<file path="src/rtl/text_console_ctrl_if.sv">
// text_console_ctrl_if: keyboard handshake, character-memory write port and cursor/scroll status.
interface text_console_ctrl_if;
    logic        in_valid;
    logic [7:0]  in_char;
    logic        in_ready;
    logic        mem_we;
    logic [11:0] mem_addr;
    logic [7:0]  mem_wdata;
    logic [4:0]  cur_row;
    logic [6:0]  cur_col;
    logic [4:0]  row_base;
    logic        busy;
    modport master (
        output in_valid, in_char,
        input  in_ready, mem_we, mem_addr, mem_wdata, cur_row, cur_col, row_base, busy
    );
    modport slave (
        input  in_valid, in_char,
        output in_ready, mem_we, mem_addr, mem_wdata, cur_row, cur_col, row_base, busy
    );
endinterface

</file>
<file path="src/rtl/text_console_ctrl.sv">
// text_console_ctrl: cursor and write sequencer for the VGA text-mode character buffer.
// Define CONSOLE_SCROLL_EN for hardware scrolling via row_base; otherwise the cursor wraps to the top.
module text_console_ctrl #(
    parameter int         COLS       = 70,
    parameter int         ROWS       = 30,
    parameter logic [7:0] CLEAR_CHAR = 8'h00
) (
    input logic                clk,
    input logic                reset,
    text_console_ctrl_if.slave bus
);
    localparam logic [6:0] COL_LAST = 7'(COLS - 1);
    localparam logic [4:0] ROW_LAST = 5'(ROWS - 1);
    typedef enum logic [1:0] {INIT_CLR, IDLE, WR, SCROLL_CLR} state_t;
    state_t      state_q, state_d;
    logic [4:0]  log_row_q, log_row_d;
    logic [6:0]  col_q, col_d;
    logic [5:0]  clr_row_q, clr_row_d;
    logic [7:0]  clr_col_q, clr_col_d;
    logic [7:0]  char_q, char_d;
    logic        mem_we_q, mem_we_d;
    logic [11:0] mem_addr_q, mem_addr_d;
    logic [7:0]  mem_wdata_q, mem_wdata_d;
    logic [4:0]  base;
    logic [7:0]  ch;
    logic        is_print, is_bs, is_nl, last_row, do_wr;
    logic [4:0]  bs_row, nl_row, new_row, wr_row;
    logic [6:0]  bs_col, new_col, wr_col;

    function automatic logic [4:0] phys(input logic [4:0] r, input logic [4:0] b);
        logic [5:0] s;
        s = {1'b0, r} + {1'b0, b};
        return (s >= 6'(ROWS)) ? 5'(s - 6'(ROWS)) : s[4:0];
    endfunction

`ifdef CONSOLE_SCROLL_EN
    logic [4:0] row_base_q, row_base_d;
    assign base   = row_base_q;
    assign nl_row = last_row ? log_row_q : log_row_q + 5'd1;
`else
    assign base   = 5'd0;
    assign nl_row = last_row ? 5'd0 : log_row_q + 5'd1;
`endif

    // The same decode serves the accept cycle (live in_char) and WR (latched char, unchanged cursor).
    assign ch       = (state_q == IDLE) ? bus.in_char : char_q;
    assign is_print = (ch >= 8'h20) && (ch <= 8'h7e);
    assign is_bs    = (ch == 8'h08) && (col_q != 7'd0 || log_row_q != 5'd0);
    assign is_nl    = (ch == 8'h0a) || (is_print && col_q == COL_LAST);
    assign last_row = log_row_q == ROW_LAST;
    assign bs_row   = (col_q != 7'd0) ? log_row_q : log_row_q - 5'd1;
    assign bs_col   = (col_q != 7'd0) ? col_q - 7'd1 : COL_LAST;
    assign new_row  = is_nl ? nl_row : is_bs ? bs_row : log_row_q;
    assign new_col  = is_nl ? 7'd0 : is_print ? col_q + 7'd1 : is_bs ? bs_col : col_q;
    assign do_wr    = is_print || is_bs;
    assign wr_row   = is_bs ? bs_row : log_row_q;
    assign wr_col   = is_bs ? bs_col : col_q;

    always_comb begin
        state_d     = state_q;
        log_row_d   = log_row_q;
        col_d       = col_q;
        clr_row_d   = clr_row_q;
        clr_col_d   = clr_col_q;
        char_d      = char_q;
        mem_we_d    = 1'b0;
        mem_addr_d  = mem_addr_q;
        mem_wdata_d = mem_wdata_q;
`ifdef CONSOLE_SCROLL_EN
        row_base_d  = row_base_q;
`endif
        case (state_q)
            INIT_CLR: begin
                if (clr_row_q == 6'(ROWS)) begin
                    state_d = IDLE;
                end else begin
                    mem_we_d    = 1'b1;
                    mem_addr_d  = {clr_row_q[4:0], clr_col_q[6:0]};
                    mem_wdata_d = CLEAR_CHAR;
                    clr_col_d   = (clr_col_q == 8'(COLS - 1)) ? 8'd0 : clr_col_q + 8'd1;
                    clr_row_d   = (clr_col_q == 8'(COLS - 1)) ? clr_row_q + 6'd1 : clr_row_q;
                end
            end
            IDLE: begin
                if (bus.in_valid) begin
                    state_d     = WR;
                    char_d      = bus.in_char;
                    mem_we_d    = do_wr;
                    mem_addr_d  = {phys(wr_row, base), wr_col};
                    mem_wdata_d = is_bs ? 8'h20 : ch;
                end
            end
            WR: begin
                state_d   = IDLE;
                log_row_d = new_row;
                col_d     = new_col;
`ifdef CONSOLE_SCROLL_EN
                // Launch clear write 0 here so the scroll writes follow WR back to back.
                if (is_nl && last_row) begin
                    state_d     = SCROLL_CLR;
                    mem_we_d    = 1'b1;
                    mem_addr_d  = {base, 7'd0};
                    mem_wdata_d = CLEAR_CHAR;
                    clr_col_d   = 8'd1;
                end
`endif
            end
`ifdef CONSOLE_SCROLL_EN
            SCROLL_CLR: begin
                if (clr_col_q == 8'(COLS)) begin
                    state_d    = IDLE;
                    clr_col_d  = 8'd0;
                    row_base_d = (row_base_q == ROW_LAST) ? 5'd0 : row_base_q + 5'd1;
                end else begin
                    mem_we_d    = 1'b1;
                    mem_addr_d  = {row_base_q, clr_col_q[6:0]};
                    mem_wdata_d = CLEAR_CHAR;
                    clr_col_d   = clr_col_q + 8'd1;
                end
            end
`endif
            default: state_d = INIT_CLR;
        endcase
    end

    always_ff @(posedge clk) begin
        if (reset) begin
            state_q     <= INIT_CLR;
            log_row_q   <= '0;
            col_q       <= '0;
            clr_row_q   <= '0;
            clr_col_q   <= '0;
            char_q      <= '0;
            mem_we_q    <= 1'b0;
            mem_addr_q  <= '0;
            mem_wdata_q <= '0;
`ifdef CONSOLE_SCROLL_EN
            row_base_q  <= '0;
`endif
        end else begin
            state_q     <= state_d;
            log_row_q   <= log_row_d;
            col_q       <= col_d;
            clr_row_q   <= clr_row_d;
            clr_col_q   <= clr_col_d;
            char_q      <= char_d;
            mem_we_q    <= mem_we_d;
            mem_addr_q  <= mem_addr_d;
            mem_wdata_q <= mem_wdata_d;
`ifdef CONSOLE_SCROLL_EN
            row_base_q  <= row_base_d;
`endif
        end
    end

    assign bus.in_ready  = state_q == IDLE;
    assign bus.busy      = (state_q == INIT_CLR) || (state_q == SCROLL_CLR);
    assign bus.mem_we    = mem_we_q;
    assign bus.mem_addr  = mem_addr_q;
    assign bus.mem_wdata = mem_wdata_q;
    assign bus.cur_row   = phys(log_row_q, base);
    assign bus.cur_col   = col_q;
    assign bus.row_base  = base;
endmodule

</file>
<file path="src/flat_wrapper.sv">
// flat-port wrapper written by rule: the top's interface ports become plain ports
module text_console_ctrl_flat 
#(
    parameter int         COLS       = 70,
    parameter int         ROWS       = 30,
    parameter logic [7:0] CLEAR_CHAR = 8'h00
)
  (clk, reset, bus_in_valid, bus_in_char, bus_in_ready, bus_mem_we, bus_mem_addr, bus_mem_wdata, bus_cur_row, bus_cur_col, bus_row_base, bus_busy);
  text_console_ctrl_if bus_i ();
  input logic clk;
  input logic reset;
  input wire logic [$bits(bus_i.in_valid)-1:0] bus_in_valid;
  input wire logic [$bits(bus_i.in_char)-1:0] bus_in_char;
  output wire logic [$bits(bus_i.in_ready)-1:0] bus_in_ready;
  output wire logic [$bits(bus_i.mem_we)-1:0] bus_mem_we;
  output wire logic [$bits(bus_i.mem_addr)-1:0] bus_mem_addr;
  output wire logic [$bits(bus_i.mem_wdata)-1:0] bus_mem_wdata;
  output wire logic [$bits(bus_i.cur_row)-1:0] bus_cur_row;
  output wire logic [$bits(bus_i.cur_col)-1:0] bus_cur_col;
  output wire logic [$bits(bus_i.row_base)-1:0] bus_row_base;
  output wire logic [$bits(bus_i.busy)-1:0] bus_busy;
  assign bus_i.in_valid = bus_in_valid;
  assign bus_i.in_char = bus_in_char;
  assign bus_in_ready = bus_i.in_ready;
  assign bus_mem_we = bus_i.mem_we;
  assign bus_mem_addr = bus_i.mem_addr;
  assign bus_mem_wdata = bus_i.mem_wdata;
  assign bus_cur_row = bus_i.cur_row;
  assign bus_cur_col = bus_i.cur_col;
  assign bus_row_base = bus_i.row_base;
  assign bus_busy = bus_i.busy;
  text_console_ctrl #(.COLS(COLS), .ROWS(ROWS), .CLEAR_CHAR(CLEAR_CHAR)) u_core (.clk(clk), .reset(reset), .bus(bus_i));
endmodule
</file>
<file path="config.mk">
export PLATFORM = sky130hd
export DESIGN_NAME = text_console_ctrl_flat
export DESIGN_NICKNAME = d
export VERILOG_FILES = /design/src/rtl/text_console_ctrl_if.sv /design/src/rtl/text_console_ctrl.sv /design/src/flat_wrapper.sv
export SDC_FILE = /design/constraint.sdc
export NUM_CORES = 1
export LEC_CHECK = 0
export CORE_MARGIN = 5
export CORE_UTILIZATION = 53
export DETAILED_ROUTE_END_ITERATION = 10
export HOLD_SLACK_MARGIN = 0.1
export PLACE_DENSITY = 0.78
export SLEW_MARGIN = 40
export SYNTH_ARGS = -nofsm -noshare
export SYNTH_HDL_FRONTEND = slang
export SYNTH_SLANG_ARGS = --single-unit
</file>
<file path="constraint.sdc">
create_clock -name clk -period 6.5 [get_ports clk]
set_input_delay 1.3 -clock clk [delete_from_list [all_inputs] [get_ports clk]]
set_output_delay 1.3 -clock clk [all_outputs]
set_load 0.01 [all_outputs]
</file>
==> results.sh, run 1 <==
# physical design summary
export IMPL_fp_dieH_um=92.2
export IMPL_core_rowCount=30
export IMPL_die_area_um2=8500
export IMPL_antenna_found_initial=0
export IMPL_io_buffers=45
export IMPL_adder_share_pct=6.29
export IMPL_grt_overflow=0
export IMPL_postSynthCellCount=441
export IMPL_min_period_ns=3.54
export IMPL_cpLargestDelayFamily="buffers and inverters"
export IMPL_crit_buf_inv=2
export IMPL_grtUsageMet3_pct=5.82
export IMPL_place_area_um2=4040
export IMPL_cts_hold_fix_buffers=0
export IMPL_antenna_cells=0
export IMPL_seq_cells=57
export IMPL_core_area_um2=6680
export IMPL_endpoint="bus_cur_row[2]"
export IMPL_ys_warn_count=0
export IMPL_fin_crit_sh_pct=54.5
export IMPL_io_pins=51
export IMPL_fillerInstances=584
export IMPL_flop_area_um2=1140
export IMPL_post_place_ws_ns=2.79
export IMPL_largest_reg_flops=12
export IMPL_first_pass_iters=5
export IMPL_log_warning_count=38
export IMPL_ant_nets=0
export IMPL_drtIter0Drc=312
export IMPL_grt_met1_usage_pct=33.6
export IMPL_cts_tree="built"
export IMPL_wl_per_cell_um=17.5
export IMPL_drv_cap=0
export IMPL_required_ns=5.20
export IMPL_ctsLongestPathBuffers=2
export IMPL_p_leak_nw=1.51
export IMPL_yosys_cells=441
export IMPL_max_freq_mhz=282
export IMPL_end_kind="output port"
export IMPL_outcome="finished clean"
export IMPL_slew_headroom_pct=49.3
export IMPL_r2r_setup_slack_ns=3.49
export IMPL_layout_top_cell="dfxtp_1"
export IMPL_aoi_share_pct=25.1
export IMPL_grt_use_total_pct=23.7
export IMPL_rsz0062_at_grt="no"
export IMPL_finClkSkew_ns=0.00801
export IMPL_clock_latency_ns=0.35
export IMPL_fin_nets=507
export IMPL_cp_startpoint="u_core.log_row_q[2]"
export IMPL_setup_viol_count_final=0
export IMPL_synthTopCellsByCount="dfxtp_1 (57), nand2_1 (55), nor2_1 (50), a21oi_1 (30), o21ai_0 (20)"
export IMPL_clk_pin_slew_ns=0.08
export IMPL_synth_flops=57
export IMPL_largest_class="combinational gates"
export IMPL_synth_distinct_cells=77
export IMPL_top_area_cell="dfxtp_1"
export IMPL_wl_met1_um=4380
export IMPL_cp_data_arrival_time_ns=2.24
export IMPL_yosys_top_cells_area="dfxtp_1 (32%), ha_1 (6.3%), nand2_1 (5.8%)"
export IMPL_stdcell_area_um2=4230
export IMPL_vias=3464
export IMPL_finalHoldViolCount=0
export IMPL_post_cts_resized=0
export IMPL_power_density_nw_per_um2=310
export IMPL_yosysChipArea_um2=3580
export IMPL_crit_path_max_incr_delay_ns=0.56
export IMPL_worst_path_stages=4
export IMPL_cp_slowest_cell="dfxtp_1"
export IMPL_reg2reg_depth=9
export IMPL_syn_avg_cell_area_um2=8.12
export IMPL_logic_family="simple AND/OR/NAND/NOR gates"
export IMPL_mux_area_share_pct=1.50
export IMPL_clk_share_pct=4.38
export IMPL_tns_ns=0
export IMPL_dr_wl_met2_um=4540
export IMPL_cts_sinks=57
export IMPL_hold_class="reg2reg"
==> run 1: tightest hold or removal path, delay by kind of cell (launching register included) <==
family          cells  cell delay, ns
compound gates      1            0.05
flops               1            0.31
simple gates        1            0.05
==> run 1: stage by stage <==
| step | hold slack, ns | instances | total power [mW] |
|---|---|---|---|
| 2_1_floorplan | 0.445 | 445 | 0.803 |
| 3_3_place_gp | 0.444 | 547 | 0.991 |
| 5_1_grt | 0.477 | 563 | 1.39 |
| 4_1_cts | 0.459 | 563 | 1.31 |
| 6_report | 0.455 | 563 | 1.31 |
| 3_5_place_dp | 0.448 | 547 | 0.992 |
==> run 1: where the power goes <==
group | leakage [nW] | internal [mW] | switching (mW)
Clock | 0.0888 | 0.145 | 0.171
Combinational | 0.964 | 0.212 | 0.346
Sequential | 0.462 | 0.396 | 0.0396
==> run_1/m1.png <==
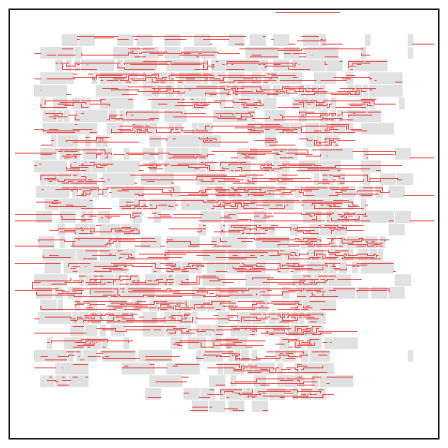
The layer carries 4380 µm of wire. The layer holds 44% of the routed length. 465 nets have wire on it. The longest straight run is 24.4 µm.

==> run_1/m2.png <==
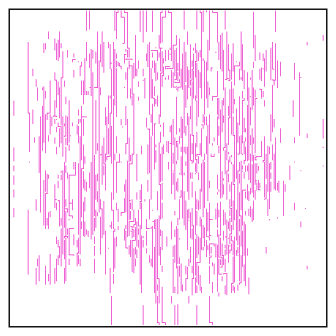
The layer carries 4540 µm of wire. The longest straight run is 47.3 µm. The wires run mostly vertical.

==> run_1/m3.png <==
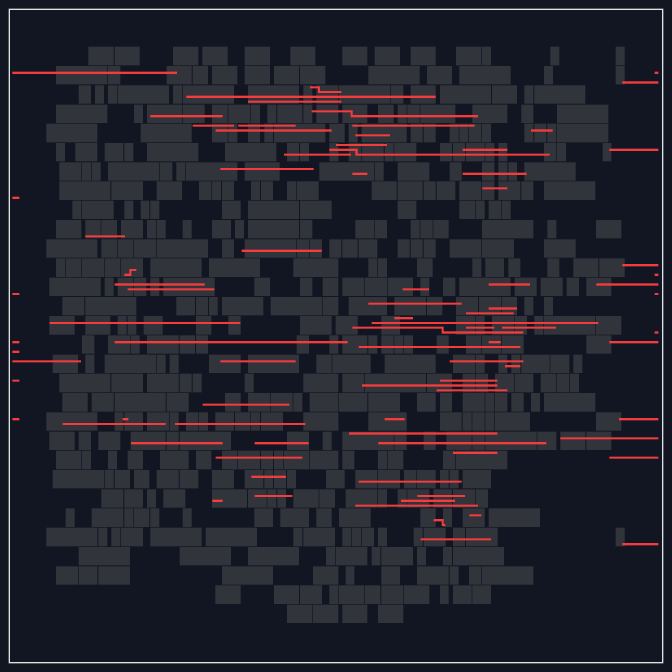
The layer carries 805 µm of wire. The longest straight run is 35.0 µm. The layer holds 8.2% of the routed length.

==> run_1/m4.png <==
The bar under the picture is 20 µm long.
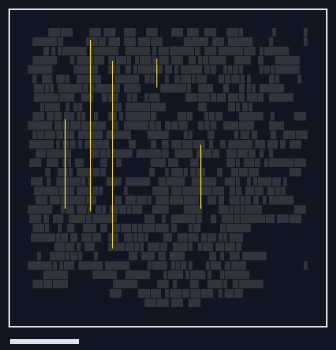
The wires run mostly vertical. The longest straight run is 54.4 µm. 4 nets have wire on it. The layer carries 156 µm of wire.

==> run 2: changes to the inputs <==
==> constraint.sdc (replaced) <==
create_clock -name clk -period 3.37 [get_ports clk]
set_input_delay 0.674 -clock clk [delete_from_list [all_inputs] [get_ports clk]]
set_output_delay 0.674 -clock clk [all_outputs]
set_load 0.01 [all_outputs]
==> run_2/m4.png <==
The bar under the picture is 20 µm long.
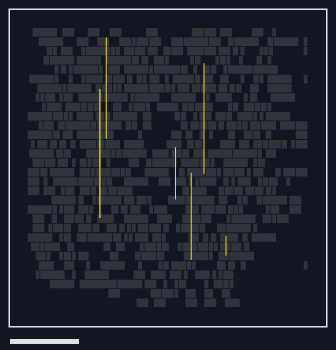
The layer holds 1.5% of the routed length. The layer carries 144 µm of wire. The wires run mostly vertical. The longest straight run is 37.4 µm. 4 nets have wire on it.

==> results.sh, run 2 <==
# physical design summary
export IMPL_outcome="finished clean"
export IMPL_required_ns=3.62
export IMPL_postSynthCellCount=441
export IMPL_cts_hold_fix_buffers=0
export IMPL_syn_avg_cell_area_um2=8.12
export IMPL_hold_class="reg2reg"
export IMPL_fillerInstances=588
export IMPL_dp_cells=554
export IMPL_io_pins=51
export IMPL_yosysChipArea_um2=3580
export IMPL_layout_cells_non_filler=570
export IMPL_synth_flops=57
export IMPL_synth_cell_area_um2=3580
export IMPL_wl_met1_um=4450
export IMPL_ctsLongestPathBuffers=2
export IMPL_ant_nets=0
export IMPL_fin_crit_sh_pct=87.3
export IMPL_pwr_group_clock_mw=0.730
export IMPL_p_int_mw=1.64
export IMPL_grt_use_total_pct=24.3
export IMPL_first_pass_iters=7
export IMPL_antenna_found_initial=0
export IMPL_antenna_cells=0
export IMPL_clock_power_share_pct=27.0
export IMPL_cts_sinks=57
export IMPL_top_area_cell="dfxtp_1"
export IMPL_htreeDepth=3
export IMPL_mux_area_share_pct=1.50
export IMPL_seq_power_share_pct=31.0
export IMPL_max_freq_mhz=340
export IMPL_numCtsBuffers=9
export IMPL_cpLargestDelayFamily="simple AND/OR/NAND/NOR gates"
export IMPL_fp_util_pct=53.6
export IMPL_core_rowCount=30
export IMPL_clk_pin_slew_ns=0.07
export IMPL_aoi_share_pct=25.1
export IMPL_seq_power_mw=0.839
export IMPL_drt_wl_total_um=9840
export IMPL_grt_met1_usage_pct=33.9
export IMPL_drv_slew=0
export IMPL_cp_slowest_cell="or4_1"
export IMPL_grt_overflow=0
export IMPL_grtUsageMet3_pct=5.74
export IMPL_yosys_cells=441
export IMPL_dr_wl_met2_um=4490
export IMPL_ys_warn_count=0
export IMPL_flop_area_um2=1140
export IMPL_yosys_top_cells_area="dfxtp_1 (32%), ha_1 (6.3%), nand2_1 (5.8%)"
export IMPL_clk_share_pct=5.24
export IMPL_fp_dieH_um=92.2
export IMPL_crit_path_max_incr_delay_ns=0.55
export IMPL_seq_cells=57
export IMPL_core_area_um2=6680
export IMPL_comb_share_pct=52.4
export IMPL_adder_share_pct=6.29
export IMPL_p_total_mw=2.70
export IMPL_ff_type="dfxtp_1"
export IMPL_io_buffers=45
export IMPL_largest_reg_flops=12
export IMPL_cp_data_arrival_time_ns=3.20
export IMPL_vias=3530
export IMPL_p_comb_mw=1.14
export IMPL_power_density_nw_per_um2=626
export IMPL_layout_top_cell="dfxtp_1"
export IMPL_synth_distinct_cells=77
export IMPL_clock_latency_ns=0.34
export IMPL_post_cts_resized=0
export IMPL_fin_nets=514
export IMPL_tns_ns=0
export IMPL_most_common_cell="dfxtp_1"
export IMPL_wl_per_cell_um=17.3
export IMPL_rsz0062_at_grt="no"
export IMPL_log_warning_count=38
export IMPL_logic_family="simple AND/OR/NAND/NOR gates"
export IMPL_finalHoldViolCount=0
export IMPL_switchingPower_mw=1.07
export IMPL_synthTopCellsByCount="dfxtp_1 (57), nand2_1 (55), nor2_1 (50), a21oi_1 (30), o21ai_0 (20)"
export IMPL_power_group_top="combinational logic"
export IMPL_nWellTaps=80
export IMPL_drv_cap=0
export IMPL_setup_viol_count_final=0
export IMPL_comb_power_share_pct=42.0
export IMPL_end_kind="register"
export IMPL_power_share_switching_pct=39.4
export IMPL_die_area_um2=8500
export IMPL_drtIter0Drc=325
export IMPL_p_leak_nw=1.57
export IMPL_finClkSkew_ns=0.00597
export IMPL_largest_class="combinational gates"
export IMPL_crit_buf_inv=3
run 2: cell counts after synthesis:
No cell type changed its count.
run 2: path summary, 6_finish.rpt:
check             slack (ns)               startpoint                      end  depth (start not counted)
hold reg to reg         0.46  u_core.bus.mem_wdata[2]  u_core.bus.mem_wdata[2]                          2
setup reg to reg        0.43        u_core.state_q[1]    u_core.bus.cur_col[3]                          9
hold / removal          0.46  u_core.bus.mem_wdata[2]  u_core.bus.mem_wdata[2]                          2
setup / recovery        0.43        u_core.state_q[1]    u_core.bus.cur_col[3]                          9
run 2: per-stage QoR:
step                worst slack (ns)  hold slack [ns]  area [µm²]
finish                         0.430            0.456        4320
floorplan                       1.08            0.445        3590
global route                   0.279            0.491        4320
CTS                            0.448            0.463        4320
detailed placement             0.359            0.451        4090
global placement               0.444            0.443        4090
==> run 3: changes to the inputs <==
--- a/config.mk
+++ b/config.mk
@@ -8,8 +8,9 @@
 export CORE_MARGIN = 5
 export CORE_UTILIZATION = 53
 export DETAILED_ROUTE_END_ITERATION = 10
+export DONT_BUFFER_PORTS = 1
 export HOLD_SLACK_MARGIN = 0.1
-export PLACE_DENSITY = 0.78
+export PLACE_DENSITY = 0.68
 export SLEW_MARGIN = 40
 export SYNTH_ARGS = -nofsm -noshare
 export SYNTH_HDL_FRONTEND = slang
==> run_3/m2.png <==
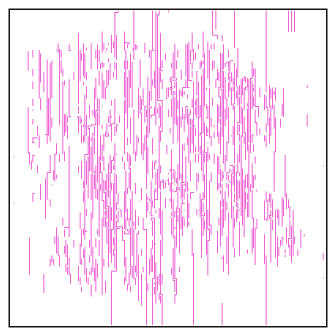
The layer carries 4150 µm of wire. The wires run mostly vertical. The layer holds 44% of the routed length.

==> results.sh, run 3 <==
# physical design summary
export IMPL_clock_latency_ns=0.34
export IMPL_fp_dieH_um=92.2
export IMPL_cts_tree="built"
export IMPL_r2r_setup_slack_ns=0.55
export IMPL_post_cts_resized=0
export IMPL_max_freq_mhz=354
export IMPL_htreeDepth=3
export IMPL_ff_type="dfxtp_1"
export IMPL_whs_ns=0.396
export IMPL_yosysChipArea_um2=3580
export IMPL_outcome="finished clean"
export IMPL_flop_area_um2=1140
export IMPL_layout_top_cell="dfxtp_1"
export IMPL_largest_class="combinational gates"
export IMPL_rsz0062_at_grt="no"
export IMPL_seq_cells=57
export IMPL_comb_share_pct=59.6
export IMPL_synth_distinct_cells=77
export IMPL_required_ns=3.64
export IMPL_vias=3301
export IMPL_numCtsBuffers=9
export IMPL_core_rowCount=30
export IMPL_die_area_um2=8500
export IMPL_finalHoldViolCount=0
export IMPL_nWellTaps=80
export IMPL_grt_overflow=0
export IMPL_mux_area_share_pct=1.50
export IMPL_cts_hold_fix_buffers=0
export IMPL_core_area_um2=6680
export IMPL_dr_wl_met2_um=4150
export IMPL_fp_util_pct=53.6
export IMPL_reg2reg_depth=9
export IMPL_yosys_cells=441
export IMPL_setup_ws_ns=0.545
export IMPL_synth_flops=57
export IMPL_slew_headroom_pct=48.7
export IMPL_layout_cells_non_filler=517
export IMPL_end_kind="register"
export IMPL_io_buffers=0
export IMPL_p_total_mw=2.44
export IMPL_yosys_top_cells_area="dfxtp_1 (32%), ha_1 (6.3%), nand2_1 (5.8%)"
export IMPL_cp_data_arrival_time_ns=3.09
export IMPL_p_leak_nw=1.36
export IMPL_synthTopCellsByCount="dfxtp_1 (57), nand2_1 (55), nor2_1 (50), a21oi_1 (30), o21ai_0 (20)"
export IMPL_drv_slew=0
export IMPL_top_area_cell="dfxtp_1"
export IMPL_drt_wl_total_um=9440
export IMPL_fin_nets=462
export IMPL_most_common_cell="dfxtp_1"
export IMPL_place_area_um2=3590
[run 3: netlist changes by cell type in the layout (fill, tap and decap cells not counted), sizes merged]
cell	change
bufinv	-1
clkinvlp	+2
buf	-7
clkbuf	+2
clkinv	-2
clkdlybuf4s50	-45
inv	-2
[run 3: power by group]
part	total [mW]	switching (mW)	internal (mW)
combinational	0.891	0.592	0.299
sequential	0.875	0.112	0.764
clock	0.671	0.293	0.378
total	2.44	0.997	1.44
[run 3: path summary, 6_finish.rpt]
kind	start	endpoint
setup / recovery	u_core.state_q[1]	u_core.bus.mem_addr[2]
hold / removal	reset	u_core.log_row_q[3]
setup reg to reg	u_core.state_q[1]	u_core.bus.mem_addr[2]
hold reg to reg	u_core.char_q[1]	u_core.char_q[1]

==> notes/layouts.md <==
Pictures saved along the way, in no particular order.

Congestion heat map.
(a)
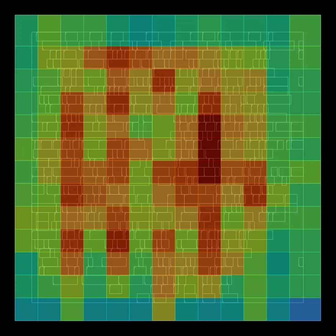
(b)
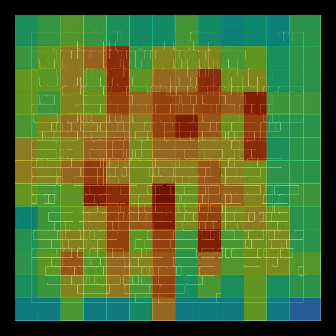
(c)
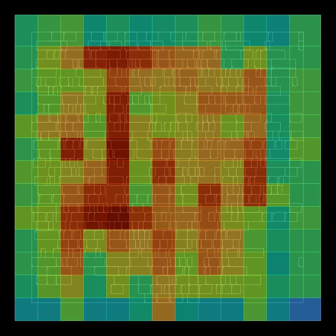
For run 3, see (b).
For run 2, see (a).
For run 1, see (c).

Power and IR drop assume default switching activity.
